$ cat config.mk
export PLATFORM = sky130hd
export DESIGN_NAME = imem_arbiter
export DESIGN_NICKNAME = d
export VERILOG_FILES = /design/src/rtl/imem_arbiter.sv
export SDC_FILE = /design/constraint.sdc
export NUM_CORES = 1
export LEC_CHECK = 0
export ABC_AREA = 1
export CELL_PAD_IN_SITES_DETAIL_PLACEMENT = 1
export CELL_PAD_IN_SITES_GLOBAL_PLACEMENT = 1
export CORE_MARGIN = 2
export CORE_UTILIZATION = 29
export DETAILED_ROUTE_END_ITERATION = 16
export HOLD_SLACK_MARGIN = 0.03
export PLACE_DENSITY_LB_ADDON = 0.05
export SETUP_SLACK_MARGIN = 0.15
export SYNTH_ARGS = -nofsm -noshare
export SYNTH_HDL_FRONTEND = slang
export SYNTH_SLANG_ARGS = --single-unit
$ cat constraint.sdc
create_clock -name clk -period 3.35 [get_ports clk]
set_input_delay 0.335 -clock clk [delete_from_list [all_inputs] [get_ports clk]]
set_output_delay 0.335 -clock clk [all_outputs]
set_load 0.02 [all_outputs]
$ cat src/rtl/imem_arbiter.sv
// Two-requester read arbiter (fetch F, load D) in front of a single-ported memory, with registered responses.
// Optional build macro ARB_ROUND_ROBIN_EN selects round-robin; the default build is fixed priority (D beats F).
module imem_arbiter #(
  parameter int DEPTH  = 128,
  parameter int AW     = 32,
  parameter int DW     = 32,
  parameter int WAIT_W = 8
) (
  input  logic              clk,
  input  logic              rst_n,
  input  logic              f_req,
  input  logic [AW-1:0]     f_addr,
  output logic              f_gnt,
  output logic              f_rvalid,
  output logic [DW-1:0]     f_rdata,
  output logic              f_err,
  input  logic              d_req,
  input  logic [AW-1:0]     d_addr,
  output logic              d_gnt,
  output logic              d_rvalid,
  output logic [DW-1:0]     d_rdata,
  output logic              d_err,
  output logic [AW-1:0]     mem_addr,
  input  logic [DW-1:0]     mem_rdata,
  output logic              busy,
  output logic [WAIT_W-1:0] f_wait_cnt
);

  typedef enum logic {
    PORT_F = 1'b0,
    PORT_D = 1'b1
  } port_e;

  port_e         last;
  logic          d_wins;
  logic          oor;
  logic [DW-1:0] cap_data;

  always_comb begin
    // NOTE: every signal driven here gets a default first, so no path can infer a latch.
    f_gnt    = 1'b0;
    d_gnt    = 1'b0;
    mem_addr = '0;
`ifdef ARB_ROUND_ROBIN_EN
    d_wins   = (last == PORT_F);
`else
    // last is still tracked in this build but never changes the outcome.
    d_wins   = (last == PORT_F) || 1'b1;
`endif
    // Grants are suppressed combinationally while reset is asserted.
    if (rst_n) begin
      if (f_req && (!d_req || !d_wins)) begin
        f_gnt    = 1'b1;
        mem_addr = f_addr;
      end else if (d_req) begin
        d_gnt    = 1'b1;
        mem_addr = d_addr;
      end
    end
  end

  assign oor      = (mem_addr >= AW'(DEPTH));
  assign cap_data = oor ? '0 : mem_rdata;
  assign busy     = f_rvalid | d_rvalid;

  // NOTE: sequential state uses non-blocking assignments so every register samples pre-edge values.
  always_ff @(posedge clk or negedge rst_n) begin
    if (!rst_n) begin
      f_rvalid <= 1'b0;
      f_rdata  <= '0;
      f_err    <= 1'b0;
      d_rvalid <= 1'b0;
      d_rdata  <= '0;
      d_err    <= 1'b0;
    end else begin
      f_rvalid <= f_gnt;
      d_rvalid <= d_gnt;
      if (f_gnt) begin
        f_rdata <= cap_data;
        f_err   <= oor;
      end
      if (d_gnt) begin
        d_rdata <= cap_data;
        d_err   <= oor;
      end
    end
  end

  // Fairness pointer and the saturating count of cycles F has been kept waiting.
  always_ff @(posedge clk or negedge rst_n) begin
    if (!rst_n) begin
      last       <= PORT_D;
      f_wait_cnt <= '0;
    end else begin
      if (f_gnt) begin
        last <= PORT_F;
      end else if (d_gnt) begin
        last <= PORT_D;
      end
      if (f_req && !f_gnt) begin
        if (f_wait_cnt != '1) begin
          f_wait_cnt <= f_wait_cnt + 1'b1;
        end
      end else begin
        f_wait_cnt <= '0;
      end
    end
  end

endmodule

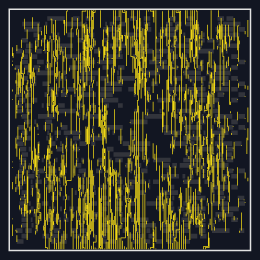
(run_1/m2.png)
Scale: 2 px per µm. Cells faint in the background.
longest straight run = 51.3 µm
share of all routed wire = 50%
post-detailed-routing wire length: 14500 µm
vias: 4190
M2 GR Usage: 35.8%

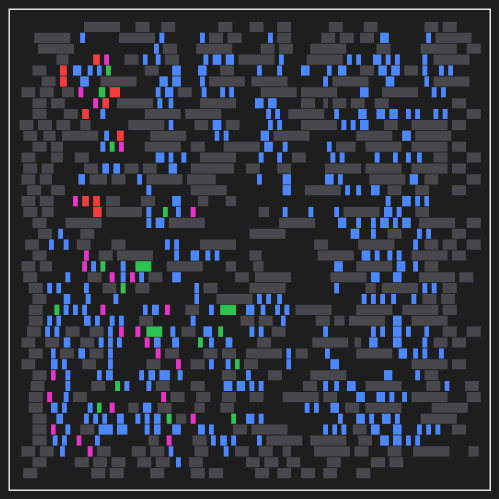
(run_1/gates.png)
Scale: 4 px per µm.
inv cells -> magenta  # cells 26
aoi and oai cells -> red  # cells 10, where upper left
nand cells -> blue  # cells 312, where all over the die
nor cells -> green  # cells 17
multi-input combinational area share: 25.8%
Non-Filler Instances: 866
most common logic cell in the routed design: nand2_1

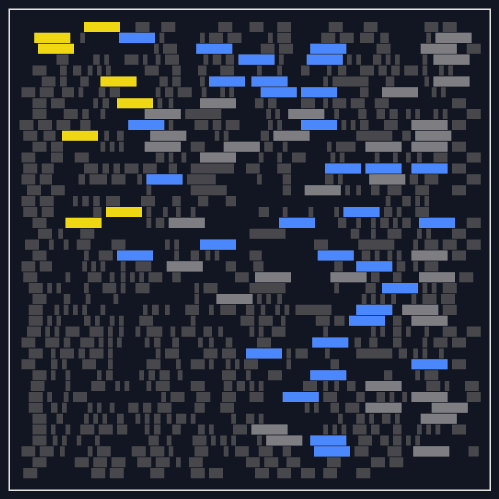
(run_1/ff_map.png)
Scale: 4 px per µm. Other sequential cells in the stronger grey, the rest of the logic in the fainter grey.
f_wait_cnt -> yellow  # placed flops 8, where upper left
d_rdata -> blue  # placed flops 32

==> changes_impl.md, run 1 <==
### Physical design

- Outcome: finished clean
- Final hold vios: 0
- Hold buffers post-CTS: 0
- Cell type with the largest total area after synthesis: dfrtp_1
- Io pins: 211
- 1st-iter DRT viols: 254
- Setup bufs post-CTS: 0
- Largest net degree at the start of global routing: 77
- Seq/Total Area, Yosys: 48.9%
- Hold Path Cell Cnt: 2
- First-pass GRT wire length: 23500 µm
- Most frequent CP cell: clkdlybuf4s50_1
- Setup WS post-layout: 0.626 ns
- CP cell instances: clkdlybuf4s50_1, inv_2, nand2_2, nor2_4, buf_4, clkdlybuf4s50_1
- Die Ht: 120 µm
- Ys flop type: dfrtp_1
- Mux frac, synth: 0%
- Chip area in the Yosys report: 0.00389 mm²
- Synth cell types: 27
- Cell area power density: 374 mW/mm²
- Post-synthesis instance area: 0.00389 mm²
- Longest Clk Path Bufs: 2
- Residual DRC count: 0
- Post-layout util: 48.2%
- Flip-flops with a built-in enable: 0
- Clk_skew: 0.000690 ns
- Dominant combinational family: simple AND/OR/NAND/NOR gates
- Startpoint class of the critical path: input pin
- Width of the die: 120 µm
- ANT nets after route: 0
- Placeable Area: 0.0132 mm²
- Global Route met3 Usage: 6.46%
- Yosys warnings: 0
- Final setup fails: 0
- AND-OR/OR-AND share of the synthesized area: 3.15%
- DPL Wire Length: 10600 µm
- Final period util: 81.3%
- Yosys cell count: 491
- Clock sink count: 76
- Adder share: 0.321%
- CTS H-tree lvls: 3
- Met1 GRT Util: 24.5%
- Top cells by area: dfrtp_1, nand2_1, nand4_1
- Synthesized Nets: 592
- Clk latency late pin: 0.33 ns
- Count leader, synth: nand2_1
- Comb area: 0.00164 mm²
- Peak VDD IR: 0.206 mV
- All-layer global routing usage: 20.8%
- Count of tool warnings: 26
- Ys async rst share: 100%
- Per-cell routed wire length: 16.7 µm
- Fmax: 367 MHz
- Reg2reg path depth: 6
- Dpl cells: 850
- Fp util: 29.5%
- Clock buffer count from CTS: 9
- ANT cells: 0
- Total global routing overflow: 0
- Place WS: 0.608 ns
- Simple-Gate Area Share: 37.8%
- Reg2Reg Setup Slack: 1.59 ns
- Placer Congestion: 0.823
- Worst Setup Path Type: input pin to output pin
## run 1: registers in the layout, indices dropped and copies added, names as in the netlist
register	count
f_rdata	32
d_rvalid	1
d_err	1
d_rdata	32
f_err	1
f_rvalid	1
f_wait_cnt	8
## run 1: placed cells by master (no fill, tap or decap), types with 2 or more instances in the layout
cell type | netlist | layout
nand3b_1 | 2 | 2
clkdlybuf4s50_1 | 0 | 209
nand4_1 | 71 | 71
dfrtp_1 | 76 | 76
o21ai_0 | 6 | 6
buf_4 | 3 | 11
inv_1 | 24 | 24
nand2_2 | 2 | 2
nand2_1 | 215 | 215
nor2_1 | 14 | 13
a21oi_1 | 2 | 2
clkbuf_16 | 0 | 9
inv_2 | 2 | 2
a22o_1 | 7 | 7
nor2_4 | 0 | 3
nand3_1 | 21 | 21
## run 1: power by group
part	switching, µW	leakage (µW)	internal [µW]	total (µW)
clock	386	0.000146	600	986
sequential	9.35	0.00105	931	941
combinational	241	0.00191	211	452
## run 1: stage by stage
stage               hold WS [ns]  instance area, µm²
floorplan                 0.0394                3890
global placement           0.464                6050
detailed placement         0.466                6050
CTS                        0.481                6360
global route               0.499                6360
finish                     0.477                6360
## run 1: metal layers
| layer | routed length, µm | share of wire (%) | up-vias |
|---|---|---|---|
| li1 | - | - | 2019 |
| met2 | 7250 | 50 | 145 |
| met3 | 1120 | 7.7 | 18 |
| met4 | 314 | 2.2 | 0 |
| met1 | 5790 | 40 | 2008 |
| met5 | 0 | 0 | - |
## run 1: area by class of cell
class                      instances  area share, %
sequential                        76           29.9
clock inverter                     5          0.945
clock buffer                      11           3.82
timing repair buffer             221           34.5
inverter                          26           1.54
tap                              176           3.46
multi-input combinational        351           25.8
==> run_1/congestion_map.png <==
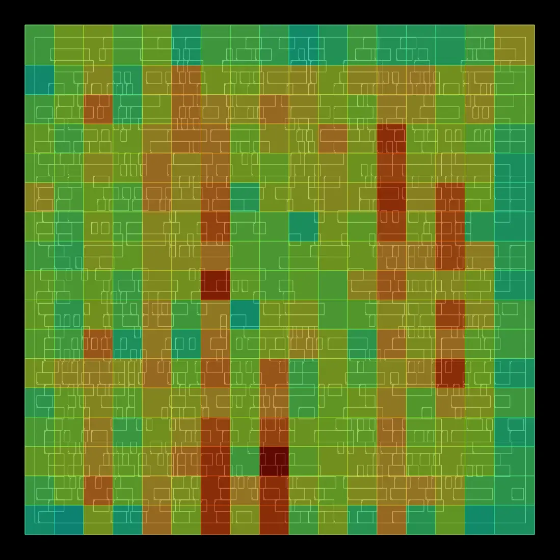

## Run 2: what changed since run 1
Settings changed: CORE_UTILIZATION 29 to 24.
Clock period 3.35 ns to 2.5 ns, I/O delays scaled along.
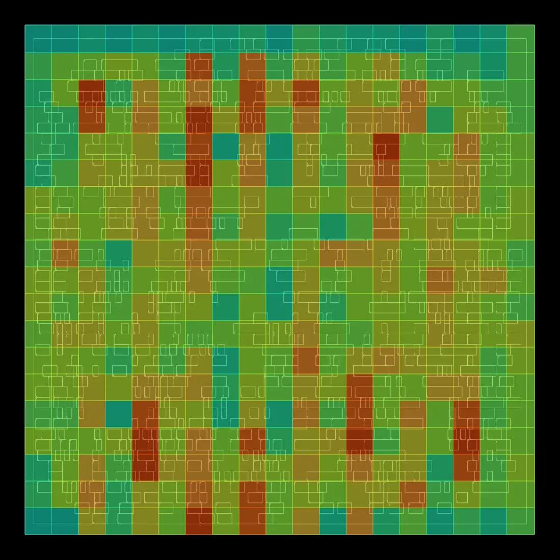
(run_2/congestion_map.png)
per-cell routed wire length: 17.1 µm
met1 GRT Util: 21.0%

==> changes_impl.md, run 2 <==
### Physical design

- ANT cells: 0 (unchanged)
- Clk latency late pin: 0.34 ns (was 0.33 ns)
- Dominant combinational family: simple AND/OR/NAND/NOR gates (unchanged)
- Top cells by area: dfrtp_1, nand2_1, nand4_1 (unchanged)
- Flip-flops with a built-in enable: 0 (unchanged)
- Non-Filler Instances: 912 (was 866)
- DPL Wire Length: 11500 µm (was 10600 µm)
- Die Ht: 131 µm (was 120 µm)
- Outcome: finished clean (unchanged)
- Most common logic cell in the routed design: nand2_1 (unchanged)
- Final setup fails: 0 (unchanged)
- Reg2Reg Setup Slack: 0.69 ns (was 1.59 ns)
- Fp util: 24.5% (was 29.5%)
- ANT nets after route: 0 (unchanged)
- Simple-Gate Area Share: 37.8% (unchanged)
- Dpl cells: 896 (was 850)
- Ys async rst share: 100% (unchanged)
- Synthesized Nets: 592 (unchanged)
- Post-detailed-routing wire length: 15600 µm (was 14500 µm)
- 1st-iter DRT viols: 157 (was 254)
- Largest regs: d_rdata: 32 flops, f_rdata: 32 flops, f_wait_cnt: 8 flops (unchanged)
- AND-OR/OR-AND share of the synthesized area: 3.15% (unchanged)
- Finished Cell Area: 0.00650 mm² (was 0.00636 mm²)
- Startpoint class of the critical path: input pin (unchanged)
- Worst Hold Slack: 0.200 ns (was 0.477 ns)
- Cell type with the largest total area after synthesis: dfrtp_1 (unchanged)
- Comb area: 0.00164 mm² (unchanged)
- Clk_skew: 0.00154 ns (was 0.000690 ns)
- Placeable Area: 0.0159 mm² (was 0.0132 mm²)
- Seq/Total Area, Yosys: 48.9% (unchanged)
- Top routing layer in use: met4 (unchanged)
- Hold buffers post-CTS: 0 (unchanged)
- Final period util: 89.1%
- Count leader, synth: nand2_1 (unchanged)
- Largest net degree at the start of global routing: 49 (was 77)
- Fmax: 449 MHz
- Place WS: 0.121 ns (was 0.608 ns)
- Residual DRC count: 0 (unchanged)
- Total global routing overflow: 0 (unchanged)
- Met3 WL: 1240 µm (was 1120 µm)
- Post-synthesis instance area: 0.00389 mm² (unchanged)
- Yosys cell count: 491 (unchanged)
- Yosys warnings: 0 (unchanged)
- Chip area in the Yosys report: 0.00389 mm² (unchanged)
- Met2 wire length: 7930 µm (was 7250 µm)
- Synth cell types: 27 (unchanged)
- Width of the die: 131 µm (was 120 µm)
- Wl on met1: 6250 µm (was 5790 µm)
- Setup WS post-layout: 0.273 ns (was 0.626 ns)
- Reg2reg path depth: 6 (unchanged)
- Most frequent cells in the layout: nand2_1, clkdlybuf4s50_1, dfrtp_1, nand4_1, inv_1 (unchanged)
- Vias: 4211 (was 4190)
- Ys flop type: dfrtp_1 (unchanged)
- Clock sink count: 76 (unchanged)
- Count of tool warnings: 26 (unchanged)
- Placer Congestion: 0.838 (was 0.823)
- DP Area: 0.00620 mm² (was 0.00605 mm²)
- Mux frac, synth: 0% (unchanged)
- Clock buffer count from CTS: 9 (unchanged)
- CTS H-tree lvls: 3 (unchanged)
- Longest Clk Path Bufs: 2 (unchanged)
- Worst Setup Path Type: input pin to output pin (unchanged)
-- run 2: cell counts after synthesis --
Identical to the previous run, type by type.
-- run 2: critical path, cell delays in order --
cell and delay, ns:
clkdlybuf4s50_1 0.48, inv_2 0.10, buf_4 0.24, nand3_1 0.10, nand2_1 0.07, nand2_1 0.06
inv_1 0.07, clkdlybuf4s50_1 0.60
-- run 2: cell type report --
class / instances / area share (%)
Timing Repair Buffer: 229 / 35.9
Sequential cell: 76 / 29.2
Multi-Input combinational cell: 351 / 25.2
Tap cell: 216 / 4.16
Clock buffer: 12 / 3.79
Inverter: 26 / 1.54
Clock inverter: 2 / 0.192
-- run 2: power by group --
part / leakage, µW / total (µW) / switching [µW] / internal (µW)
clock: 0.000125 / 1180 / 493 / 687
sequential: 0.00105 / 1260 / 12.3 / 1250
combinational: 0.00206 / 640 / 337 / 303
-- run 2: worst min path at each step --
stage	start	to	slack (ns)	depth (start not counted)
after floorplan	rst_n	d_err	-0.05	0
after global placement	d_rdata[14]	d_rdata[14]	0.46	2
after detailed placement	d_rdata[14]	d_rdata[14]	0.47	2
after CTS	rst_n	d_rdata[29]	0.23	2
after global routing	rst_n	d_rdata[29]	0.25	2
final	rst_n	d_rdata[29]	0.20	2
-- run 2: timing repair --
item                       CTS  global route
pin swaps                    1             0
setup buffers                2             0
resized                      0             8
cloned                       0             0
setup endpoints to repair   11            24
-- run 2: cells by family after synthesis --
| kind of cell | Yosys count |
|---|---|
| simple gates | 330 |
| flops | 76 |
| buf+inv | 64 |
| fa+ha+maj | 1 |
| xor+xnor | 2 |
| compound gates | 18 |
-- run 2: layer usage --
metal,track usage (%),up-vias
met5,0,-
met4,4.41,0
met3,7.33,11
met2,32.4,133
met1,21.0,2041
li1,-,2026
No activity file was given, so power comes from the tool's default toggle rates.
